### src/rtl/gb_mem_pkg.sv
// Shared memory-map constants and DMA state encoding for the Game Boy core.
// Also holds the echo-RAM aliasing rule used to fold source pages.
package gb_mem_pkg;

    typedef enum logic [1:0] {
        IDLE = 2'd0,
        ARM  = 2'd1,
        XFER = 2'd2
    } dma_state_e;

    localparam logic [15:0] OAM_BASE    = 16'hFE00;
    localparam logic [15:0] DMA_REG     = 16'hFF46;
    localparam logic [7:0]  ECHO_OFFSET = 8'h20;

    // Pages E0..FF mirror C0..DF, so the DMA reads the real work RAM instead.
    function automatic logic [7:0] echoAlias(input logic [7:0] page);
        return (page >= 8'hE0) ? (page - ECHO_OFFSET) : page;
    endfunction

endpackage

### src/rtl/oam_dma_ctrl_if.sv
// Bus bundle between the OAM DMA controller (master) and the CPU register port,
// the source memory map and OAM port A (slave side).
interface oam_dma_ctrl_if;

    logic        reg_we;
    logic [7:0]  reg_wdata;
    logic [7:0]  reg_rdata;
    logic [15:0] src_addr;
    logic        src_rd_en;
    logic [7:0]  src_rdata;
    logic [7:0]  oam_addr;
    logic [7:0]  oam_wdata;
    logic        oam_we;
    logic        busy;
    logic        cpu_block;

    modport master (
        input  reg_we, reg_wdata, src_rdata,
        output reg_rdata, src_addr, src_rd_en, oam_addr, oam_wdata, oam_we,
               busy, cpu_block
    );

    modport slave (
        output reg_we, reg_wdata, src_rdata,
        input  reg_rdata, src_addr, src_rd_en, oam_addr, oam_wdata, oam_we,
               busy, cpu_block
    );

endinterface

### src/rtl/dma_pacer.sv
// Per-byte pacing counter for the OAM DMA: splits each M-cycle into a read slot,
// a write slot and an end-of-byte strobe.
module dma_pacer #(
    parameter int CYCLES_PER_BYTE = 4
) (
    input  logic clk,
    input  logic rst_n,
    input  logic en_i,
    input  logic clr_i,
    output logic rd_slot_o,
    output logic wr_slot_o,
    output logic byte_done_o
);

    localparam int             PW   = $clog2(CYCLES_PER_BYTE);
    localparam logic [PW-1:0]  LAST = PW'(CYCLES_PER_BYTE - 1);
    localparam logic [PW-1:0]  ONE  = PW'(1);

    logic [PW-1:0] pace_q;
    logic [PW-1:0] pace_d;

    always_comb begin
        pace_d = pace_q;
        if (clr_i || !en_i) begin
            pace_d = '0;
        end else if (pace_q == LAST) begin
            pace_d = '0;
        end else begin
            pace_d = pace_q + 1'b1;
        end
    end

    always_ff @(posedge clk or negedge rst_n) begin
        if (!rst_n) begin
            pace_q <= '0;
        end else begin
            pace_q <= pace_d;
        end
    end

    assign rd_slot_o   = en_i && (pace_q == '0);
    assign wr_slot_o   = en_i && (pace_q == ONE);
    assign byte_done_o = en_i && (pace_q == LAST);

endmodule

### src/rtl/oam_dma_ctrl.sv
// OAM DMA controller: a write to 0xFF46 copies XFER_LEN bytes from page<<8 into OAM.
// Define OAM_DMA_RESTART_EN to let a register write during a transfer restart it.
module oam_dma_ctrl
    import gb_mem_pkg::*;
#(
    parameter int XFER_LEN        = 160,
    parameter int CYCLES_PER_BYTE = 4,
    parameter int START_DELAY     = 4
) (
    input  logic           clk,
    input  logic           rst_n,
    oam_dma_ctrl_if.master bus
);

    localparam dma_state_e  TRIG_STATE = (START_DELAY == 0) ? XFER : ARM;
    localparam logic [7:0]  LAST_IDX   = 8'(XFER_LEN - 1);
    localparam logic [15:0] LAST_DELAY = 16'(START_DELAY - 1);

    dma_state_e  state_q, state_d;
    logic [7:0]  page_q, page_d;
    logic [7:0]  idx_q, idx_d;
    logic [15:0] delay_q, delay_d;

    logic       rdSlot;
    logic       wrSlot;
    logic       byteDone;
    logic       restart;
    logic       pacerClr;
    logic       busy;
    logic [7:0] effPage;

`ifdef OAM_DMA_RESTART_EN
    assign restart = bus.reg_we && (state_q != IDLE);
`else
    assign restart = 1'b0;
`endif

    // The pacer is held at zero whenever the next cycle is not a continuing XFER,
    // which also drops the aborted byte's pending write slot on a restart.
    assign pacerClr = (state_d != XFER) || restart;

    dma_pacer #(
        .CYCLES_PER_BYTE(CYCLES_PER_BYTE)
    ) pacer (
        .clk         (clk),
        .rst_n       (rst_n),
        .en_i        (state_q == XFER),
        .clr_i       (pacerClr),
        .rd_slot_o   (rdSlot),
        .wr_slot_o   (wrSlot),
        .byte_done_o (byteDone)
    );

    always_comb begin
        state_d = state_q;
        page_d  = page_q;
        idx_d   = idx_q;
        delay_d = delay_q;
        unique case (state_q)
            IDLE: begin
                if (bus.reg_we) begin
                    page_d  = bus.reg_wdata;
                    idx_d   = '0;
                    delay_d = '0;
                    state_d = TRIG_STATE;
                end
            end
            ARM: begin
                if (delay_q == LAST_DELAY) begin
                    idx_d   = '0;
                    delay_d = '0;
                    state_d = XFER;
                end else begin
                    delay_d = delay_q + 16'd1;
                end
            end
            XFER: begin
                // Leave right after the last write so idx never steps past LAST_IDX.
                if (wrSlot && (idx_q == LAST_IDX)) begin
                    idx_d   = '0;
                    state_d = IDLE;
                end else if (byteDone) begin
                    idx_d = idx_q + 8'd1;
                end
            end
            default: begin
                state_d = IDLE;
            end
        endcase
        if (restart) begin
            page_d  = bus.reg_wdata;
            idx_d   = '0;
            delay_d = '0;
            state_d = TRIG_STATE;
        end
    end

    always_ff @(posedge clk or negedge rst_n) begin
        if (!rst_n) begin
            state_q <= IDLE;
            page_q  <= '0;
            idx_q   <= '0;
            delay_q <= '0;
        end else begin
            state_q <= state_d;
            page_q  <= page_d;
            idx_q   <= idx_d;
            delay_q <= delay_d;
        end
    end

    assign effPage = echoAlias(page_q);
    assign busy    = (state_q != IDLE);

    assign bus.reg_rdata = page_q;
    assign bus.src_rd_en = rdSlot;
    assign bus.src_addr  = rdSlot ? {effPage, idx_q} : 16'h0000;
    assign bus.oam_we    = wrSlot;
    assign bus.oam_addr  = wrSlot ? idx_q : 8'h00;
    assign bus.oam_wdata = wrSlot ? bus.src_rdata : 8'h00;
    assign bus.busy      = busy;
    assign bus.cpu_block = busy;

endmodule

### src/flat_wrapper.sv
// flat-port wrapper written by rule: the top's interface ports become plain ports
module oam_dma_ctrl_flat import gb_mem_pkg::*;
#(
    parameter int XFER_LEN        = 160,
    parameter int CYCLES_PER_BYTE = 4,
    parameter int START_DELAY     = 4
)
  (clk, rst_n, bus_reg_we, bus_reg_wdata, bus_src_rdata, bus_reg_rdata, bus_src_addr, bus_src_rd_en, bus_oam_addr, bus_oam_wdata, bus_oam_we, bus_busy, bus_cpu_block);
  oam_dma_ctrl_if bus_i ();
  input  logic clk;
  input  logic rst_n;
  input wire logic [$bits(bus_i.reg_we)-1:0] bus_reg_we;
  input wire logic [$bits(bus_i.reg_wdata)-1:0] bus_reg_wdata;
  input wire logic [$bits(bus_i.src_rdata)-1:0] bus_src_rdata;
  output wire logic [$bits(bus_i.reg_rdata)-1:0] bus_reg_rdata;
  output wire logic [$bits(bus_i.src_addr)-1:0] bus_src_addr;
  output wire logic [$bits(bus_i.src_rd_en)-1:0] bus_src_rd_en;
  output wire logic [$bits(bus_i.oam_addr)-1:0] bus_oam_addr;
  output wire logic [$bits(bus_i.oam_wdata)-1:0] bus_oam_wdata;
  output wire logic [$bits(bus_i.oam_we)-1:0] bus_oam_we;
  output wire logic [$bits(bus_i.busy)-1:0] bus_busy;
  output wire logic [$bits(bus_i.cpu_block)-1:0] bus_cpu_block;
  assign bus_i.reg_we = bus_reg_we;
  assign bus_i.reg_wdata = bus_reg_wdata;
  assign bus_i.src_rdata = bus_src_rdata;
  assign bus_reg_rdata = bus_i.reg_rdata;
  assign bus_src_addr = bus_i.src_addr;
  assign bus_src_rd_en = bus_i.src_rd_en;
  assign bus_oam_addr = bus_i.oam_addr;
  assign bus_oam_wdata = bus_i.oam_wdata;
  assign bus_oam_we = bus_i.oam_we;
  assign bus_busy = bus_i.busy;
  assign bus_cpu_block = bus_i.cpu_block;
  oam_dma_ctrl #(.XFER_LEN(XFER_LEN), .CYCLES_PER_BYTE(CYCLES_PER_BYTE), .START_DELAY(START_DELAY)) u_core (.clk(clk), .rst_n(rst_n), .bus(bus_i));
endmodule
### config.mk
export PLATFORM = sky130hd
export DESIGN_NAME = oam_dma_ctrl_flat
export DESIGN_NICKNAME = d
export VERILOG_FILES = /design/src/rtl/gb_mem_pkg.sv /design/src/rtl/oam_dma_ctrl_if.sv /design/src/rtl/dma_pacer.sv /design/src/rtl/oam_dma_ctrl.sv /design/src/flat_wrapper.sv
export SDC_FILE = /design/constraint.sdc
export NUM_CORES = 1
export LEC_CHECK = 0
export ABC_CLOCK_PERIOD_IN_PS = 3200
export CORE_MARGIN = 3
export CORE_UTILIZATION = 53
export CTS_BUF_LIST = sky130_fd_sc_hd__clkbuf_8
export DETAILED_ROUTE_END_ITERATION = 10
export GPL_TIMING_DRIVEN = 0
export PLACE_DENSITY = 0.95
export SLEW_MARGIN = 20
export SYNTH_ARGS = -nofsm -noshare
export SYNTH_HDL_FRONTEND = slang
export SYNTH_HIERARCHICAL = 1
export SYNTH_SLANG_ARGS = --single-unit
### constraint.sdc
create_clock -name clk -period 3.2 [get_ports clk]
set_input_delay 0.48 -clock clk [delete_from_list [all_inputs] [get_ports clk]]
set_output_delay 0.48 -clock clk [all_outputs]
set_load 0.005 [all_outputs]
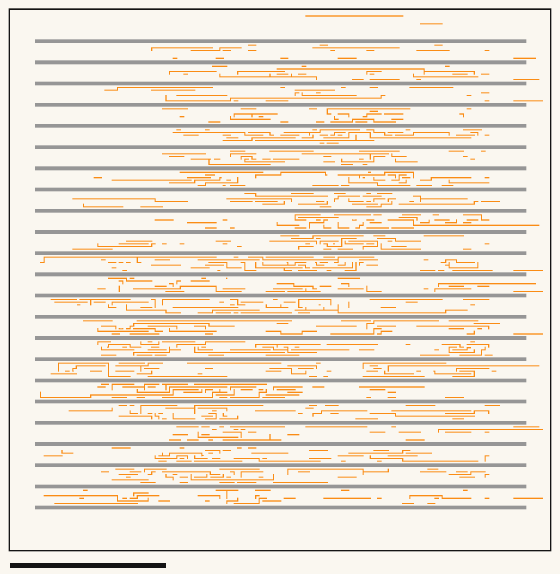
*Signal wires on met1, run 1*
Bar = 20 µm. Supply wires on this layer in grey.
- share of all routed wire: 41%
- nets with wire on the layer: 302
- wire length on this layer: 2,160 µm

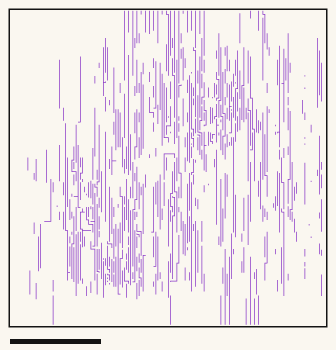
*Metal 2, run 1*
Bar = 20 µm.
- share of all routed wire: 50%
- longest straight run: 26.2 µm
- nets with wire on the layer: 283
- wire length on this layer: 2,640 µm

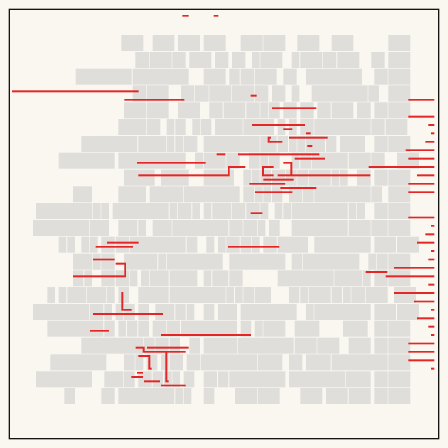
*M3 wires, run 1*
- main direction: horizontal
- nets with wire on the layer: 60
- share of all routed wire: 6.4%
- longest straight run: 20.2 µm

==> reports/qor.rpt, run 1 <==
OUTCOME
-------------------------------------------------------------------------------
Outcome .......................................................... finished clean

FLOORPLAN
-------------------------------------------------------------------------------
Number of rows created at floorplan ..............................           22
Overall die height ...............................................      69.3 µm

PLACEMENT
-------------------------------------------------------------------------------
Post-DP HPWL .....................................................      3.88 mm
Final estimated routing congestion in global placement ...........        0.905

ROUTING
-------------------------------------------------------------------------------
Detailed-route vias per instance .................................         5.65
Number of DRC markers after the initial detailed-route iteration .          192
Average routed wire per standard cell ............................      14.5 µm
DRC violation count after routing ................................            0

WORST SETUP PATH
-------------------------------------------------------------------------------
Critical path start-end classification ...........................      reg2out
Highest net fanout along the worst path ..........................           10

GLOBAL ROUTING
-------------------------------------------------------------------------------
Vias in the first global route ...................................        1,883
Wire length of the first global-routing pass .....................      8.78 mm
Maximum number of pins on one net before global-route repair .....           25

LOGIC SYNTHESIS
-------------------------------------------------------------------------------
Post-synthesis cell type with the largest instance count ......... sky130_fd_sc_hd__dfrtp_1
Post-synth EDFFs .................................................            0
Cell taking the most area after synthesis ........................ sky130_fd_sc_hd__dfrtp_1
Syn Std Cell Area ................................................     2120 µm²
Number of standard cells reported by yosys .......................          243
Average size of a mapped cell ....................................     8.73 µm²
Area leader share ................................................        42.5%
Warnings, synthesis ..............................................            6
Floorplan Nets ...................................................          268

CELLS AND AREA
-------------------------------------------------------------------------------
ANT cells ........................................................            0
Final cell count without fillers .................................          362
Net total in the final layout ....................................          338

TIMING
-------------------------------------------------------------------------------
Unrepaired setup endpoints after global routing ..................        false
Fmax .............................................................    0.336 GHz
Endpoints failing hold ...........................................            0
Number of pins with negative max-slew slack in the final report ..            0
Total setup violations reported at the end of the flow ...........            0

JOB
-------------------------------------------------------------------------------
Number of maximum-capacitance violations .........................            0

CLOCK NETWORK
-------------------------------------------------------------------------------
Number of buffers inserted during clock tree synthesis ...........            5
Cell chosen for the clock root ................................... sky130_fd_sc_hd__clkbuf_8
Clock transition at path regs ....................................      0.08 ns

MIN PATH
-------------------------------------------------------------------------------
Class of the worst hold path .....................................     in2async

[run 1: metal layers]
metal / track usage, % / vias up / share of wire, %
li1: - / 973 / -
met1: 28.0 / 950 / 41
met2: 37.0 / 104 / 50
met3: 5.65 / 18 / 6.4
met4: 8.03 / 0 / 2.5
met5: 0 / - / 0
[run 1: worst max-delay path, cell delays in order (launching register included)]
cell and delay [ns]:
sky130_fd_sc_hd__dfrtp_1 0.45, sky130_fd_sc_hd__nand2b_1 0.21, sky130_fd_sc_hd__inv_1 0.22, sky130_fd_sc_hd__and2_1 0.32
sky130_fd_sc_hd__clkbuf_2 0.25, sky130_fd_sc_hd__nand2_1 0.10, sky130_fd_sc_hd__a31oi_1 0.15, sky130_fd_sc_hd__clkdlybuf4s50_1 0.52
[run 1: how the worst max path moves through the flow]
stage / start / to / slack [ns] / cells past startpoint
floorplan: u_core/state_q[0]$_DFF_PN0_ / u_core/pacer/pace_q[1]$_DFF_PN0_ / 1.16 / 8
global placement: u_core/state_q[0]$_DFF_PN0_ / bus_src_addr[14] / 0.54 / 7
detailed placement: u_core/state_q[0]$_DFF_PN0_ / bus_src_addr[14] / 0.49 / 7
CTS: u_core/state_q[0]$_DFF_PN0_ / bus_src_addr[14] / 0.15 / 7
global route: u_core/state_q[0]$_DFF_PN0_ / bus_oam_addr[0] / 0.05 / 6
finish: u_core/state_q[0]$_DFF_PN0_ / bus_src_addr[14] / 0.22 / 7
[run 1: report_power, final]
part	switching [mW]	leakage (nW)	internal, mW
Combinational	0.0196	0.801	0.0356
Sequential	0.00573	0.405	0.461
Clock	0.168	0.0541	0.231
Total	0.193	1.26	0.727
[run 1: cell usage in the layout, fill, tap and decap left out, types with 9 or more instances in the layout]
cell	netlist	routed
sky130_fd_sc_hd__clkdlybuf4s50_1	0	61
sky130_fd_sc_hd__dfrtp_1	36	36
sky130_fd_sc_hd__and2_1	31	31
sky130_fd_sc_hd__nor2_1	28	28
sky130_fd_sc_hd__nand2_1	22	22
sky130_fd_sc_hd__a21oi_1	15	15
sky130_fd_sc_hd__inv_1	14	14
sky130_fd_sc_hd__o21ai_0	12	12
sky130_fd_sc_hd__a31oi_1	11	11
sky130_fd_sc_hd__nand3_1	9	9
[run 1: cell type report]
type	count	area (µm²)
Buffer	9	53.8
Inverter	14	52.6
Tap cell	48	60.1
Sequential cell	36	901
Timing Repair Buffer	63	643
Multi-Input combinational cell	184	1120
Clock buffer	5	68.8
Clock inverter	3	42.5
Fill cell	247	833
[run 1: per-stage QoR]
| stage | setup slack (ns) | instance area, µm² |
|---|---|---|
| after floorplan | 1.16 | 2120 |
| after global placement | 0.542 | 2800 |
| after detailed placement | 0.485 | 2830 |
| after CTS | 0.154 | 2940 |
| after global routing | 0.0471 | 2940 |
| final | 0.224 | 2940 |
[run 1: cell families (layout without fill, tap and decap cells)]
group	after synthesis	after routing	synth area share [%]
XOR/XNOR	7	7	2.89
adder cells (fa/ha/maj)	6	6	3.54
flip-flops	36	36	42.5
buffers and inverters	23	94	4.95
AND-OR/OR-AND	48	48	13.6
AND/OR/NAND/NOR	116	116	28.9
multiplexers	7	7	3.66
### Congestion heat map, run 1

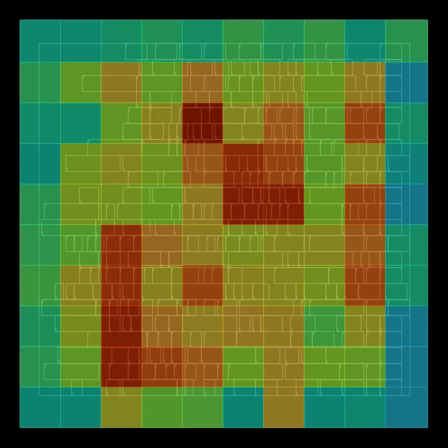

## Run 2: what changed since run 1
- SLEW_MARGIN: 20 -> default
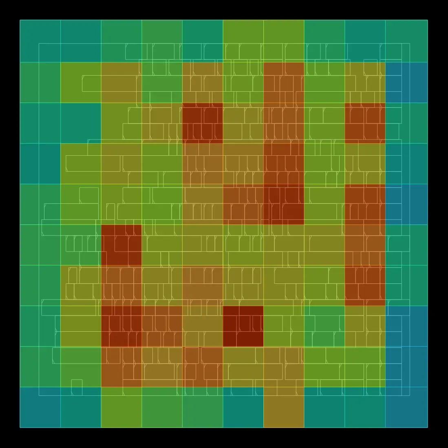
*Congestion heat map, run 2*
fraction of met1 tracks used by global routing: 27.7%
average routed wire per standard cell: 14.4 µm

==> run 2 against run 1 <==
Compared with the run above: clock power about the same; first-iteration DRC count down 18%; wire length down 0.99%; via count down 1.4%; critical path type unchanged; global-route usage down 0.58 points; largest power group unchanged; die size unchanged; synthesized cell count unchanged; core utilization down 0.73 points; cell count down 0.28%; worst hold slack better by 0.19 ns.
==> reports/qor.rpt, run 2 <==
LOGIC SYNTHESIS
--------------------------------------------------------------------------------
Number of standard cells reported by yosys ........................          243   unchanged
Post-synth EDFFs ..................................................            0   unchanged
Post-synth ARST share .............................................         100%
Mapped Cells ......................................................          243
Commonest register cell after synthesis ........................... sky130_fd_sc_hd__dfrtp_1
Area leader share .................................................        42.5%   unchanged
Chip area line of the yosys report ................................     2120 µm²
Cell taking the most area after synthesis ......................... sky130_fd_sc_hd__dfrtp_1
Floorplan Nets ....................................................          268   unchanged
Yosys reg bits ....................................................           36
Syn Std Cell Area .................................................     2120 µm²   unchanged
Top area cell types ............................................... sky130_fd_sc_hd__dfrtp_1, sky130_fd_sc_hd__and2_1, sky130_fd_sc_hd__nor2_1
Sequential cell area fraction in the yosys report .................        42.5%
Post-synthesis cell type with the largest instance count .......... sky130_fd_sc_hd__dfrtp_1
Average size of a mapped cell .....................................     8.73 µm²   unchanged
Most common library cells after synthesis ......................... sky130_fd_sc_hd__dfrtp_1, sky130_fd_sc_hd__and2_1, sky130_fd_sc_hd__nor2_1
Warnings, synthesis ...............................................            6   unchanged
Distinct lib cells used ...........................................           39

ROUTING
--------------------------------------------------------------------------------
Detailed-router iteration count before antenna repair .............            5
Post-Route WL .....................................................      5.21 mm
DRC violation count after routing .................................            0   unchanged
Detailed-route vias per instance ..................................         5.58   -1.1%
Antenna Nets Post-Route ...........................................            0
Via Count .........................................................        2,016
Number of DRC markers after the initial detailed-route iteration ..          157   -18%

TIMING
--------------------------------------------------------------------------------
Unrepaired setup endpoints after global routing ...................        false
Final hold slack ..................................................     0.273 ns
Final-layout setup total negative slack ...........................         0 ns
Minimum period implied by the final worst setup slack .............      2.99 ns
Final setup margin ................................................     0.213 ns   -0.0115 ns
Fmax ..............................................................    0.335 GHz   -0.38%
Post-route clock skew .............................................   0.00550 ns
Post-route clock period utilization ...............................        93.4%
Endpoints failing hold ............................................            0   unchanged
Total setup violations reported at the end of the flow ............            0   unchanged
Slew at the pin closest to its max-slew limit .....................     0.799 ns
Number of pins with negative max-slew slack in the final report ...            0   unchanged
Headroom to the max-slew limit ....................................        46.7%

CELLS AND AREA
--------------------------------------------------------------------------------
Most instantiated logic cells after routing ....................... sky130_fd_sc_hd__clkdlybuf4s50_1, sky130_fd_sc_hd__dfrtp_1, sky130_fd_sc_hd__and2_1
Net total in the final layout .....................................          337   -0.30%
Final cell count without fillers ..................................          361   -0.28%
Relative area change from synthesis to final layout ...............        37.1%
Max reg flops .....................................................           16
Fraction of layout cells with a size suffix above 1 ...............        9.27%
Most flop-heavy register .......................................... u_core/delay_q
Top logic cell by instance count in the layout .................... sky130_fd_sc_hd__clkdlybuf4s50_1
ANT cells .........................................................            0   unchanged

FLOORPLAN
--------------------------------------------------------------------------------
Chip Width ........................................................      69.3 µm
Number of I/O pins ................................................           63
Effective utilization at floorplan ................................        56.3%
Overall die height ................................................      69.3 µm   unchanged
Total Die Area ....................................................     4800 µm²
Area of the core ..................................................     3770 µm²
Number of rows created at floorplan ...............................           22   unchanged

CLOCK NETWORK
--------------------------------------------------------------------------------
Clock latency at the later pin of the worst-skew pair .............      0.29 ns
Cell chosen for the clock root .................................... sky130_fd_sc_hd__clkbuf_8
Clock transition at path regs .....................................      0.08 ns   about the same
Clock net sink count ..............................................           36
Number of levels in the clock H-tree ..............................            2
TritonCTS clock tree ..............................................         done
Number of buffers inserted during clock tree synthesis ............            5   unchanged
Post-CTS Setup Inserts ............................................            0
Maximum buffer depth of the clock tree ............................            2

GLOBAL ROUTING
--------------------------------------------------------------------------------
Total congestion overflow after global routing ....................            0
Number of antenna violations at the first check in global routing .            0
Vias in the first global route ....................................        1,807   -4.0%
Maximum number of pins on one net before global-route repair ......           37   +48%
Wire length of the first global-routing pass ......................      8.49 mm   -3.3%
Total global routing track utilization ............................        21.7%

PLACEMENT
--------------------------------------------------------------------------------
Post-DP HPWL ......................................................      3.76 mm   -3.1%
Count of buffers inserted at the top-level ports ..................           62
Final estimated routing congestion in global placement ............        0.905   unchanged
Post-Place Worst Slack ............................................     0.484 ns   -0.000679 ns
Number of placed instances with taps included .....................          353

POWER AND IR DROP
--------------------------------------------------------------------------------
Total power .......................................................     0.917 mW
Cell area power density ...........................................   315 nW/µm²
Maximum ir drop on the vdd rail ...................................     0.248 mV
Leakage ...........................................................      1.25 nW

MIN PATH
--------------------------------------------------------------------------------
Class of the worst hold path ......................................     in2async

JOB
--------------------------------------------------------------------------------
Number of maximum-capacitance violations ..........................            0   unchanged
OpenROAD warning count ............................................           28

WORST SETUP PATH
--------------------------------------------------------------------------------
Crit start category ...............................................    flip-flop
Count of cells along the worst register-to-register path ..........            8
Worst EP required .................................................      2.72 ns
Critical Path End Type ............................................  output port
Critical path start-end classification ............................      reg2out
Highest net fanout along the worst path ...........................           10   unchanged
WP data arrival ...................................................      2.51 ns

OUTCOME
--------------------------------------------------------------------------------
Outcome ........................................................... finished clean

-- run 2: per-stage QoR --
stage | cell area, µm² | utilization (%)
final | 2910 | 77.2
after global routing | 2910 | 77.2
after CTS | 2910 | 77.1
after detailed placement | 2800 | 74.2
after global placement | 2800 | 74.3
after floorplan | 2120 | -
-- run 2: report_power, final --
part / leakage, nW / internal [mW] / switching [mW]
Clock: 0.0541 / 0.230 / 0.169
Combinational: 0.788 / 0.0321 / 0.0189
Sequential: 0.405 / 0.461 / 0.00569
Total: 1.25 / 0.723 / 0.193
-- run 2: logic make-up after synthesis --
group,count (synthesis),synth area share (%)
muxes,7,3.66
xor gates and xnor gates,7,2.89
and+or+nand+nor,116,28.9
DFF,36,42.5
adders and majority gates,6,3.54
buffers and inverters,23,4.95
AOI/OAI and AO/OA,48,13.6
-- run 2: routing by layer --
layer	wire [µm]	GRT usage, %
met5	0	0
met2	2600	37.1
met4	51	5.86
met3	352	4.64
met1	2210	27.7
-- run 2: what timing repair did --
action | CTS | global route
hold buffers | 0 | 0
endpoints found under the setup margin | 0 | 3
resized | 0 | 2
-- run 2: worst max-delay path: stages (launching register included) --
cell                              delay, ns
sky130_fd_sc_hd__dfrtp_1               0.45
sky130_fd_sc_hd__nand2b_1              0.20
sky130_fd_sc_hd__inv_1                 0.21
sky130_fd_sc_hd__and2_1                0.33
sky130_fd_sc_hd__clkbuf_2              0.26
sky130_fd_sc_hd__nand2_1               0.09
sky130_fd_sc_hd__a31oi_1               0.15
sky130_fd_sc_hd__clkdlybuf4s50_1       0.52
-- run 2: worst paths after layout --
check                                       startpoint                               end  slack [ns]
min in group clk           u_core/idx_q[7]$_DFFE_PN0P_       u_core/idx_q[7]$_DFFE_PN0P_        0.51
max reg2reg                u_core/state_q[0]$_DFF_PN0_  u_core/pacer/pace_q[1]$_DFF_PN0_        0.67
min reg2reg                u_core/idx_q[7]$_DFFE_PN0P_       u_core/idx_q[7]$_DFFE_PN0P_        0.51
max in group asynchronous                        rst_n  u_core/pacer/pace_q[1]$_DFF_PN0_        2.42
max                        u_core/state_q[0]$_DFF_PN0_                  bus_src_addr[14]        0.21
min                                              rst_n    u_core/delay_q[10]$_DFFE_PN0P_        0.27
-- run 2: cell type report --
| type | count | area [µm²] |
|---|---|---|
| multi-input combinational | 184 | 1120 |
| sequential | 36 | 901 |
| fill | 260 | 861 |
| timing repair buffer | 62 | 616 |
| clock buffer | 5 | 68.8 |
| tap | 48 | 60.1 |
| buffer | 9 | 53.8 |
| inverter | 14 | 52.6 |
| clock inverter | 3 | 42.5 |
Power figures rest on the tool's default switching activity, not on a simulated workload.
